<file path="src/rtl/branch_resolution_unit_pkg.sv">
// ============================================================================
//  branch_resolution_unit_pkg
//  Shared constants, prediction entry layout and sequential-PC helper.
//  Revision: 1.0
// ============================================================================
`default_nettype none

package branch_resolution_unit_pkg;

   localparam int INSTR_BYTES  = 4;
   localparam int PRED_ENTRY_W = 65;

   typedef struct packed {
      logic [31:0] pc;
      logic        taken;
      logic [31:0] target;
   } pred_entry_t;

   function automatic logic [31:0] seq_next_pc(input logic [31:0] pc);
      return pc + 32'(INSTR_BYTES);
   endfunction

endpackage

`default_nettype wire

</file>
<file path="src/rtl/branch_resolution_unit_pred_fifo.sv">
// ============================================================================
//  pred_fifo
//  Synchronous circular FIFO with wrap-bit pointers and a one-cycle clear.
//  Revision: 1.0
// ============================================================================
`default_nettype none

module pred_fifo
   import branch_resolution_unit_pkg::*;
#(
   parameter int WIDTH    = PRED_ENTRY_W,
   parameter int DEPTH    = 4,
   parameter int PTR_BITS = 2
) (
   input  logic             clk,
   input  logic             rst,
   input  logic             clear_i,
   input  logic             push_i,
   input  logic [WIDTH-1:0] push_data_i,
   input  logic             pop_i,
   output logic             full_o,
   output logic             empty_o,
   output logic [WIDTH-1:0] head_o
);

   logic [WIDTH-1:0]  mem_q [DEPTH];
   logic [PTR_BITS:0] wr_ptr_q, wr_ptr_d;
   logic [PTR_BITS:0] rd_ptr_q, rd_ptr_d;
   logic              w_push;
   logic              w_pop;

   assign full_o  = (wr_ptr_q[PTR_BITS] != rd_ptr_q[PTR_BITS]) &&
                    (wr_ptr_q[PTR_BITS-1:0] == rd_ptr_q[PTR_BITS-1:0]);
   assign empty_o = (wr_ptr_q == rd_ptr_q);
   assign head_o  = mem_q[rd_ptr_q[PTR_BITS-1:0]];

   // A push into a full queue is dropped even if a pop frees a slot this cycle.
   assign w_push = push_i && !full_o;
   assign w_pop  = pop_i && !empty_o;

   always_comb begin
      wr_ptr_d = wr_ptr_q;
      rd_ptr_d = rd_ptr_q;
      if (clear_i) begin
         wr_ptr_d = '0;
         rd_ptr_d = '0;
      end else begin
         if (w_push) wr_ptr_d = wr_ptr_q + (PTR_BITS+1)'(1);
         if (w_pop)  rd_ptr_d = rd_ptr_q + (PTR_BITS+1)'(1);
      end
   end

   always_ff @(posedge clk) begin
      if (rst) begin
         wr_ptr_q <= '0;
         rd_ptr_q <= '0;
      end else begin
         wr_ptr_q <= wr_ptr_d;
         rd_ptr_q <= rd_ptr_d;
      end
   end

   always_ff @(posedge clk) begin
      if (w_push && !clear_i) mem_q[wr_ptr_q[PTR_BITS-1:0]] <= push_data_i;
   end

endmodule

`default_nettype wire

</file>
<file path="src/rtl/branch_resolution_unit.sv">
// ============================================================================
//  branch_resolution_unit
//  Checks queued fetch predictions against EX outcomes; redirects and trains.
//  Revision: 1.0
// ============================================================================
`default_nettype none

module branch_resolution_unit
   import branch_resolution_unit_pkg::*;
#(
   parameter int DEPTH     = 4,
   parameter int PTR_BITS  = 2,
   parameter int CNT_WIDTH = 32
) (
   input  logic                 clk,
   input  logic                 rst,
   input  logic                 fetch_valid,
   input  logic [31:0]          program_counter_fetch,
   input  logic                 prediction_taken,
   input  logic [31:0]          prediction_target,
   output logic                 fetch_ready,
   input  logic                 execute_valid,
   input  logic [31:0]          program_counter_execute,
   input  logic                 is_branch_execute,
   input  logic                 is_jump_execute,
   input  logic                 branch_taken_execute,
   input  logic [31:0]          branch_target_execute,
   input  logic                 flush_external,
   output logic                 redirect_valid,
   output logic [31:0]          redirect_pc,
   output logic                 update_valid,
   output logic [31:0]          update_pc,
   output logic [31:0]          update_target,
   output logic                 update_taken,
   output logic                 update_is_branch,
   output logic                 update_is_jump,
   output logic [CNT_WIDTH-1:0] branch_count,
   output logic [CNT_WIDTH-1:0] mispredict_count,
   output logic                 protocol_error
);

   pred_entry_t w_head;
   pred_entry_t w_push_entry;
   logic        w_full;
   logic        w_empty;
   logic        w_pop;
   logic        w_push;
   logic        w_ctrl;
   logic        w_mispredict;
   logic [31:0] w_actual_pc;
   logic        w_unused_head_pc;

   logic [CNT_WIDTH-1:0] branch_count_q, branch_count_d;
   logic [CNT_WIDTH-1:0] mispredict_count_q, mispredict_count_d;
   logic                 protocol_error_q, protocol_error_d;
   logic                 update_valid_q;
   logic [31:0]          update_pc_q, update_target_q;
   logic                 update_taken_q, update_is_branch_q, update_is_jump_q;

   // The queue is strictly in-order, so the stored PC is never compared.
   assign w_unused_head_pc = ^w_head.pc;

   assign w_push_entry = '{pc: program_counter_fetch, taken: prediction_taken,
                           target: prediction_target};

   assign w_ctrl      = is_branch_execute || is_jump_execute;
   assign w_pop       = execute_valid && !w_empty && !flush_external && !rst;
   assign w_actual_pc = branch_taken_execute ? branch_target_execute
                                             : seq_next_pc(program_counter_execute);

   assign w_mispredict = w_pop &&
      ((w_head.taken != branch_taken_execute) ||
       (w_head.taken && branch_taken_execute && (w_head.target != branch_target_execute)) ||
       (!w_ctrl && w_head.taken));

   assign w_push = fetch_valid && !w_full && !w_mispredict && !flush_external;

   pred_fifo #(
      .WIDTH    (PRED_ENTRY_W),
      .DEPTH    (DEPTH),
      .PTR_BITS (PTR_BITS)
   ) u_pred_fifo (
      .clk         (clk),
      .rst         (rst),
      .clear_i     (flush_external || w_mispredict),
      .push_i      (w_push),
      .push_data_i (w_push_entry),
      .pop_i       (w_pop),
      .full_o      (w_full),
      .empty_o     (w_empty),
      .head_o      (w_head)
   );

   always_comb begin
      branch_count_d     = branch_count_q;
      mispredict_count_d = mispredict_count_q;
      protocol_error_d   = protocol_error_q;
      if (w_pop && w_ctrl) branch_count_d     = branch_count_q + CNT_WIDTH'(1);
      if (w_mispredict)    mispredict_count_d = mispredict_count_q + CNT_WIDTH'(1);
      if (execute_valid && w_empty && !flush_external) protocol_error_d = 1'b1;
   end

   always_ff @(posedge clk) begin
      if (rst) begin
         branch_count_q     <= '0;
         mispredict_count_q <= '0;
         protocol_error_q   <= 1'b0;
         update_valid_q     <= 1'b0;
         update_pc_q        <= '0;
         update_target_q    <= '0;
         update_taken_q     <= 1'b0;
         update_is_branch_q <= 1'b0;
         update_is_jump_q   <= 1'b0;
      end else begin
         branch_count_q     <= branch_count_d;
         mispredict_count_q <= mispredict_count_d;
         protocol_error_q   <= protocol_error_d;
         update_valid_q     <= w_pop && w_ctrl;
         if (w_pop && w_ctrl) begin
            update_pc_q        <= program_counter_execute;
            update_target_q    <= branch_target_execute;
            update_taken_q     <= branch_taken_execute;
            update_is_branch_q <= is_branch_execute;
            update_is_jump_q   <= is_jump_execute;
         end
      end
   end

   assign fetch_ready      = !w_full;
   assign redirect_valid   = w_mispredict;
   assign redirect_pc      = w_mispredict ? w_actual_pc : 32'h0;
   assign update_valid     = update_valid_q;
   assign update_pc        = update_pc_q;
   assign update_target    = update_target_q;
   assign update_taken     = update_taken_q;
   assign update_is_branch = update_is_branch_q;
   assign update_is_jump   = update_is_jump_q;
   assign branch_count     = branch_count_q;
   assign mispredict_count = mispredict_count_q;
   assign protocol_error   = protocol_error_q;

endmodule

`default_nettype wire

</file>
<file path="config.mk">
export PLATFORM = sky130hd
export DESIGN_NAME = branch_resolution_unit
export DESIGN_NICKNAME = d
export VERILOG_FILES = /design/src/rtl/branch_resolution_unit_pkg.sv /design/src/rtl/branch_resolution_unit_pred_fifo.sv /design/src/rtl/branch_resolution_unit.sv
export SDC_FILE = /design/constraint.sdc
export NUM_CORES = 1
export LEC_CHECK = 0
export ABC_AREA = 1
export CAP_MARGIN = 20
export CORE_UTILIZATION = 51
export DETAILED_ROUTE_END_ITERATION = 8
export PLACE_DENSITY_LB_ADDON = 0.05
export REMOVE_ABC_BUFFERS = 1
export SYNTH_ARGS = -nofsm -noshare
export SYNTH_HDL_FRONTEND = slang
export SYNTH_SLANG_ARGS = --single-unit
</file>
<file path="constraint.sdc">
create_clock -name clk -period 5 [get_ports clk]
set_input_delay 0.5 -clock clk [delete_from_list [all_inputs] [get_ports clk]]
set_output_delay 0.5 -clock clk [all_outputs]
set_load 0.005 [all_outputs]
</file>
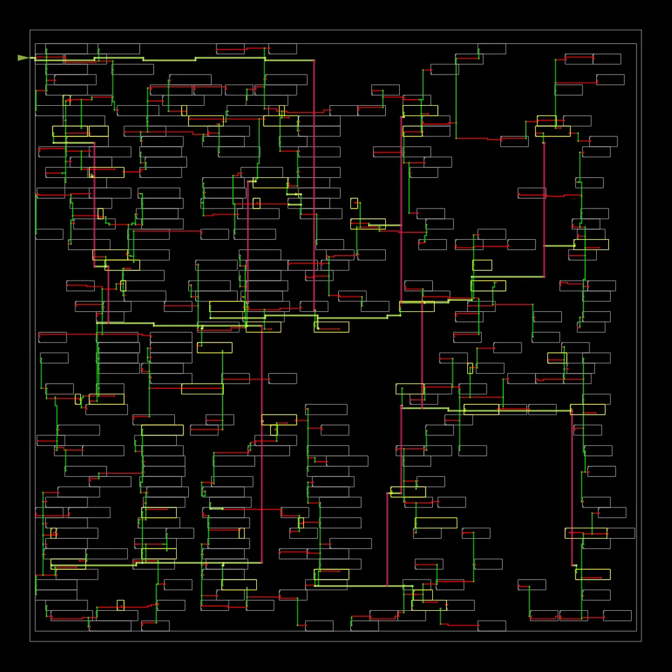
(images/final_clocks.png)
Flops: 273
Latency at later pin: 0.56 ns
Clk power: 0.00225 W
Clock Sinks: 273

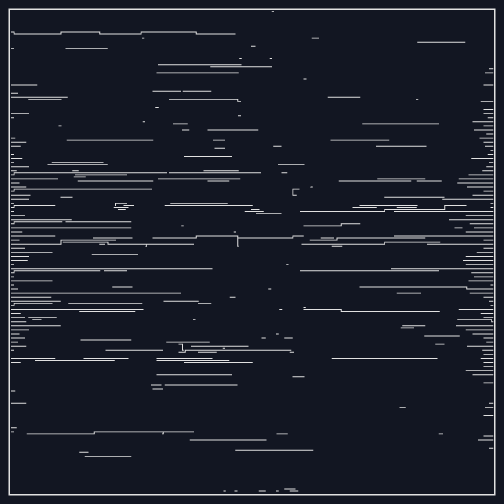
(images/met3.png)
Drawn at 3 px/µm.
main direction = horizontal
nets with wire on the layer = 222
share of all routed wire = 7.7%
longest straight run = 66.9 µm

-- cell type report --
class	instances	area, µm²	area share (%)
clock buffers	41	831	4.89
flip-flops and latches	273	6790	39.9
diodes	3	7.51	0.0442
clock inverters	13	176	1.04
well taps	324	405	2.38
repair buffers	290	2900	17.0
multi-input cells	1149	5480	32.2
inverters	112	420	2.47
-- cell families (layout without fill, tap and decap cells) --
kind of cell / after synthesis / after routing / synth area share [%]
AND-OR/OR-AND: 190 / 190 / 7.90
XOR/XNOR: 72 / 72 / 4.87
adder cells (fa/ha/maj): 9 / 9 / 0.869
buffers and inverters: 181 / 456 / 5.64
flip-flops: 273 / 273 / 52.4
other: 0 / 3 / 0
AND/OR/NAND/NOR: 878 / 878 / 28.3
==> run_results.csv <==
group,metric,value,unit
outcome,status,"completed",
run,tool_warnings,60,
pwr,powerSeq,0.00238,W
setup_path,crit_fanout,22,
run,cap_viol_max_count,0,
grt,busiest_layer,"met2",
pwr,fin_total_pwr,0.00494,W
timing,tightest_slew,0.986,ns
cells_and_area,fin_util,69.1,%
pwr,power.internal,0.00387,W
grt,grtUsageTotal,29.7,%
floorplanning,ioPinCount,304,
placed_design,portBuffers,271,
setup_path,reg2reg_to,"u_pred_fifo.mem_q[2][29]",
synth,syn_area,0.0130,mm²
pwr,p_clk_share,45.5,%
worst_hold_path,holdCritStartpoint,"rst",
placed_design,gp_congestion,0.896,
timing,finalCriticalPeriod,4.45,ns
floorplanning,core_area,0.0246,mm²
setup_path,cp.depth,12,
timing,maxSlewHeadroom,34.2,%
routing,drt-met1-wl,16200,µm
routing,vias_per_cell,5.38,
cells_and_area,area_delta_synth_final,31.2,%
synth,async_reset_ff_share,0,%
setup_path,path_cells,"inv_1, buf_4, o21ai_0, o22ai_1, ha_1, a31o_2, inv_1, nand2_1, nand2_2, buf_4, a211oi_1, clkdlybuf4s50_1",
routing,dr_wl_met2,18800,µm
clock_network,clkTransAtPathRegs,0.06,ns
synth,ys.flops,273,
pwr,power.switching,0.00107,W
routing,drtIter0Drc,1040,
synth,topCellsByArea,"edfxtp_1 31%, dfxtp_1 22%, nand2_1 15%, nand3_1 6.3%, o21ai_0 3.6%",
setup_path,critPathKind,"flop to output port",
pwr,p_comb,0.000314,W
cells_and_area,fill_cells,2047,
pwr,p_comb_share,6.4,%
setup_path,critical_path.endpoint_type,"output port",
grt,use_met2,49.9,%
pwr,pwr-share-seq,48.1,%
worst_hold_path,hold_end,"protocol_error",
cells_and_area,final_area,0.0170,mm²
pwr,switching_share,21.7,%
timing,fin_ws,0.547,ns
pwr,ir_worst_vdd,0.346,mV
timing,drv_slew,0,
floorplanning,rows,57,
timing,fin_skew,0.0146,ns
placed_design,dp.cells,2148,
routing,wl_per_cell,17.7,µm
clock_network,post-cts-setup-buffer-count,0,
clock_network,cts_tree,"built",
synth,ys_top_cells_by_count,"513 x nand2_1, 162 x nand3_1, 141 x dfxtp_1",
routing,drc,0,
cells_and_area,layout_top_cell,"nand2_1",
grt,grt_max_degree,67,
clock_network,cts_hold_buf,0,
routing,vias,11900,
cells_and_area,layout_top_cells,"512 x nand2_1, 269 x clkdlybuf4s50_1, 162 x nand3_1",
grt,antenna_found_initial,3,
setup_path,crit_buf_inv,5,
grt,grt.overflow.total,0,
clock_network,cts-root-buf,"clkbuf_16",
grt,grt_pass1_wl,60100,µm
timing,finalSetupViolations,0,
worst_hold_path,whs_path_depth,3,
Power figures rest on the tool's default switching activity, not on a simulated workload.
